`config.mk`:
```
export PLATFORM = sky130hd
export DESIGN_NAME = serial_adder_4b
export DESIGN_NICKNAME = d
export VERILOG_FILES = /design/src/rtl/adder_pkg.sv /design/src/rtl/full_adder_1b.sv /design/src/rtl/serial_adder_4b.sv
export SDC_FILE = /design/constraint.sdc
export NUM_CORES = 1
export LEC_CHECK = 0
export ABC_AREA = 1
export CORE_MARGIN = 4
export CORE_UTILIZATION = 44
export DETAILED_ROUTE_END_ITERATION = 10
export GPL_ROUTABILITY_DRIVEN = 0
export GPL_TIMING_DRIVEN = 0
export PLACE_DENSITY = 0.8
export SLEW_MARGIN = 20
export SYNTH_ARGS = -nofsm -noshare
export SYNTH_HDL_FRONTEND = slang
export SYNTH_HIERARCHICAL = 1
export SYNTH_SLANG_ARGS = --single-unit
```
`constraint.sdc`:
```
create_clock -name clk -period 1.16 [get_ports clk]
set_clock_uncertainty 0.1 [all_clocks]
set_input_delay 0.116 -clock clk [delete_from_list [all_inputs] [get_ports clk]]
set_output_delay 0.116 -clock clk [all_outputs]
set_load 0.01 [all_outputs]
```
`src/rtl/adder_pkg.sv`:
```
// Shared types and sizing helpers for the bit-serial adder datapath.
package adder_pkg;

    // Controller states of the serial adder.
    typedef enum logic [1:0] {
        IDLE = 2'd0,
        CALC = 2'd1,
        DONE = 2'd2
    } state_t;

    // Supported operand widths.
    localparam int unsigned NBITS_MIN = 1;
    localparam int unsigned NBITS_MAX = 16;

    // Width of the bit counter, wide enough to hold 0..nbits.
    function automatic int unsigned cnt_width(input int unsigned nbits);
        return $clog2(nbits + 1);
    endfunction

endpackage

```
`src/rtl/full_adder_1b.sv`:
```
// Single-bit full adder; the only arithmetic element of the serial adder.
module full_adder_1b (
    input  logic a,
    input  logic b,
    input  logic cin,
    output logic sum,
    output logic cout
);

    logic w_half;

    assign w_half = a ^ b;
    assign sum    = w_half ^ cin;
    assign cout   = (a & b) | (cin & w_half);

endmodule

```
`src/rtl/serial_adder_4b.sv`:
```
// Bit-serial adder: accepts two NBITS operands plus carry-in over a val/rdy
// stream, adds one bit per clock through a single full adder, and returns
// {cout, sum} over a val/rdy stream. Sequence: IDLE -> CALC (NBITS edges)
// -> DONE (held until the consumer takes the result) -> IDLE.
module serial_adder_4b
    import adder_pkg::*;
#(
    parameter int unsigned NBITS = 4
) (
    input  logic             clk,
    input  logic             rst_n,
    input  logic             istream_val,
    output logic             istream_rdy,
    input  logic [NBITS-1:0] in0,
    input  logic [NBITS-1:0] in1,
    input  logic             cin,
    output logic             ostream_val,
    input  logic             ostream_rdy,
    output logic [NBITS-1:0] sum,
    output logic             cout
);

    localparam int unsigned CNT_W = cnt_width(NBITS);

    // Controller and datapath state.
    state_t             r_state;
    logic [NBITS-1:0]   r_op_a;
    logic [NBITS-1:0]   r_op_b;
    logic [NBITS-1:0]   r_sum;
    logic               r_carry;
    logic [CNT_W-1:0]   r_cnt;

    // Combinational helpers.
    state_t             w_next_state;
    logic               w_accept;
    logic               w_last_bit;
    logic               w_fa_sum;
    logic               w_fa_cout;

    // The full adder always looks at the current LSBs and the running carry;
    // its result is only committed while in CALC.
    full_adder_1b u_fa (
        .a    (r_op_a[0]),
        .b    (r_op_b[0]),
        .cin  (r_carry),
        .sum  (w_fa_sum),
        .cout (w_fa_cout)
    );

    assign w_accept   = istream_val & istream_rdy;
    assign w_last_bit = (r_cnt == CNT_W'(NBITS - 1));

    // The result is read straight from the accumulator; outside DONE it shows
    // the partially shifted value.
    assign sum  = r_sum;
    assign cout = r_carry;

    // Next-state and handshake outputs from the current state.
    always_comb begin
        // NOTE: every signal gets a default before the case so no path leaves
        // one unassigned, which would otherwise infer a latch.
        w_next_state = r_state;
        istream_rdy  = 1'b0;
        ostream_val  = 1'b0;
        unique case (r_state)
            IDLE: begin
                // Held low while reset is asserted so nothing is offered
                // before the block is actually out of reset.
                istream_rdy = rst_n;
                if (istream_val && rst_n) begin
                    w_next_state = CALC;
                end
            end
            CALC: begin
                if (w_last_bit) begin
                    w_next_state = DONE;
                end
            end
            DONE: begin
                // No bypass: a new operand pair is only taken from IDLE.
                ostream_val = 1'b1;
                if (ostream_rdy) begin
                    w_next_state = IDLE;
                end
            end
            default: begin
                w_next_state = IDLE;
            end
        endcase
    end

    // State register plus the shift/accumulate datapath.
    always_ff @(posedge clk or negedge rst_n) begin
        if (!rst_n) begin
            r_state <= IDLE;
            r_op_a  <= '0;
            r_op_b  <= '0;
            r_sum   <= '0;
            r_carry <= 1'b0;
            r_cnt   <= '0;
        end else begin
            // NOTE: non-blocking assignments so every register here samples
            // the pre-edge value of the others (e.g. r_carry feeds the adder
            // whose output also updates r_carry).
            r_state <= w_next_state;
            unique case (r_state)
                IDLE: begin
                    // Operands and carry-in are captured only on the accepting
                    // edge; later input changes are ignored.
                    if (w_accept) begin
                        r_op_a  <= in0;
                        r_op_b  <= in1;
                        r_carry <= cin;
                        r_cnt   <= '0;
                    end
                end
                CALC: begin
                    // LSB-first: the new sum bit enters at the MSB so after
                    // NBITS shifts bit 0 of the sum lands at position 0.
                    r_sum   <= (r_sum >> 1) | (NBITS'(w_fa_sum) << (NBITS - 1));
                    r_carry <= w_fa_cout;
                    r_op_a  <= r_op_a >> 1;
                    r_op_b  <= r_op_b >> 1;
                    r_cnt   <= r_cnt + CNT_W'(1);
                end
                DONE: begin
                    // Result held stable until the consumer accepts it.
                end
                default: begin
                end
            endcase
        end
    end

endmodule

```
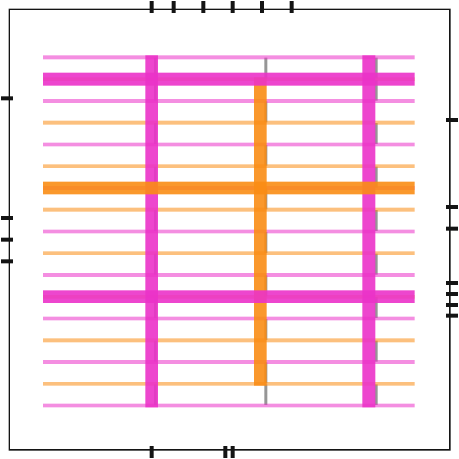
power_grid.png
Drawn at 8 px/um. Pins as bars on the die edge. Tap cells in grey.
- orange: VDD
- magenta: VSS
- met5 straps: 3
- tap cells: 27

==> out/metrics.csv <==
stage,metric,value,unit
critical_path,CP Launch Point,r_state[1]$_DFFE_PN0P_,
die,die area,0.003012,mm^2
power,sw power,1.907,mW
global_route,All-Layer GR Usage,21.55,%
finish,most frequent cells in the layout,"nand2_1 (22), dfrtp_1 (18), nand3_1 (12), nand3_2 (12), clkdlybuf4s50_1 (11)",
synth,Syn Area/Cell,9.211,um^2
routing,iteration tally of the first detailed-router pass,4,
die,# rows,16,
global_route,pin count of the biggest net entering global routing,21,
synth,Floorplan Nets,121,
critical_path,Critical Path RT,1.26,ns
placed_design,Cells after DPL,151,
finish,Top cell excl fill/tap,nand2_1,
finish,Layout Cells excl Fill,172,
timing,Final Cycle Share,124.8,%
die,fp_density,47.83,%
timing,Final Hold Violation Tally,18,
timing,hold_ws,-0.2213,ns
power,Pwr Density,2932,mW/mm^2
synth,Distinct lib cells used,19,
timing,Slew Limit Fails,0,
routing,DRT iter0 DRCs,39,
critical_path,Worst R2R Path Depth,9,
run_status,status,finished with violations,
timing,final worst slack,-0.2882,ns
cts,clk ins delay skew pair,0.30,ns
routing,Vias,953,
die,die height,54.89,um
timing,final setup vio count,18,
critical_path,R2R Setup Slk,-0.29,ns
power,maximum VDD drop,1.895,mV
finish,area of the multi-input gates,569.3,um^2
cts,H-Tree Depth,1,
run_status,failing checks,"hold timing, setup timing",
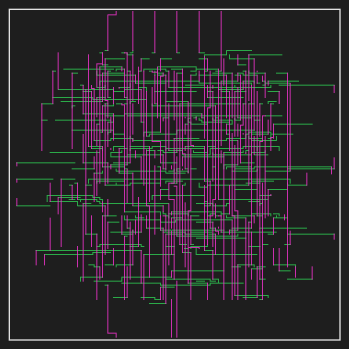
wires.png
Drawn at 6 px/um. Two of the layers only.
- magenta: metal 2 (wire length 1,550 um)
- green: metal 1 (wire length 1,180 um)

[repair_timing]
action	in CTS	in global routing
gates resized	46	30
hold endpoints to repair	18	18
endpoints found under the setup margin	24	25
setup buffers	13	2
pin swaps	11	12
cloned	3	1
[stage by stage]
step	setup TNS (ns)	power [mW]	area (um^2)
3_5_place_dp	-16.90	2.878	1191
4_1_cts	-2.553	4.111	1493
3_3_place_gp	-15.37	2.829	1191
5_1_grt	-3.954	4.919	1577
2_1_floorplan	-0.07834	2.334	967.2
6_report	-2.966	4.622	1577
[Yosys cell counts (all sizes together)]
cell type / number
nand2: 38
nand3: 26
dfrtp: 18
buf: 7
inv: 4
o21ai: 3
ha: 2
nor2: 2
a21oi: 1
fa: 1
nor3b: 1
o22ai: 1
o31ai: 1
[area by class of cell]
cell class                 instances  share of cell area (%)
multi-input combinational         76                   36.11
tap                               27                   2.143
timing repair buffer              38                   24.84
clock buffer                       4                   2.302
sequential                        18                   28.57
inverter                           4                   1.111
buffer                             5                   4.921
[how the worst max path moves through the flow]
stage | endpoint | cells past startpoint
after floorplan | cout$_DFFE_PN0P_ | 5
after global placement | istream_rdy | 3
after detailed placement | istream_rdy | 3
after CTS | istream_rdy | 4
after global routing | r_op_b[0]$_DFFE_PN0P_ | 9
final | r_op_b[0]$_DFFE_PN0P_ | 9
[sequential cells by signal, indices dropped and copies added (netlist names)]
name / cells
cout: 1
r_cnt: 3
r_op_a: 4
r_op_b: 4
r_state: 2
sum: 4
[metal layers]
layer / GRT usage, % / routed length, um / up-vias
met1: 25.25 / 1181 / 466
met2: 36.22 / 1546 / 50
li1: - / - / 423
met5: 0 / 0 / -
met4: 12.45 / 95 / 0
met3: 4.087 / 153 / 14
[critical path: stages (launching register included)]
cell and delay [ns]:
dfrtp_1 0.43, inv_4 0.08, buf_6 0.13, nand2_8 0.08, buf_12 0.14, buf_12 0.13, nand2_2 0.05, nand2_1 0.05
nand2_1 0.07, nand2_1 0.06
[power by group through the flow]
stage,Combinational [mW],Sequential [mW],Clock (mW)
after detailed placement,1.79,1.09,0
after global routing,3.32,1.15,0.443
after CTS,2.63,1.08,0.401
after global placement,1.75,1.08,0
after floorplan,1.23,1.10,0
final,3.10,1.12,0.398
[cells by family (layout without fill, tap and decap cells)]
family | Yosys count | count (layout) | synth area share, %
AND/OR/NAND/NOR | 67 | 67 | 34.41
AND-OR/OR-AND | 6 | 6 | 4.528
adder cells (fa/ha/maj) | 3 | 3 | 4.657
buffers and inverters | 11 | 51 | 9.831
flip-flops | 18 | 18 | 46.57
No activity file was given, so power comes from the tool's default toggle rates.
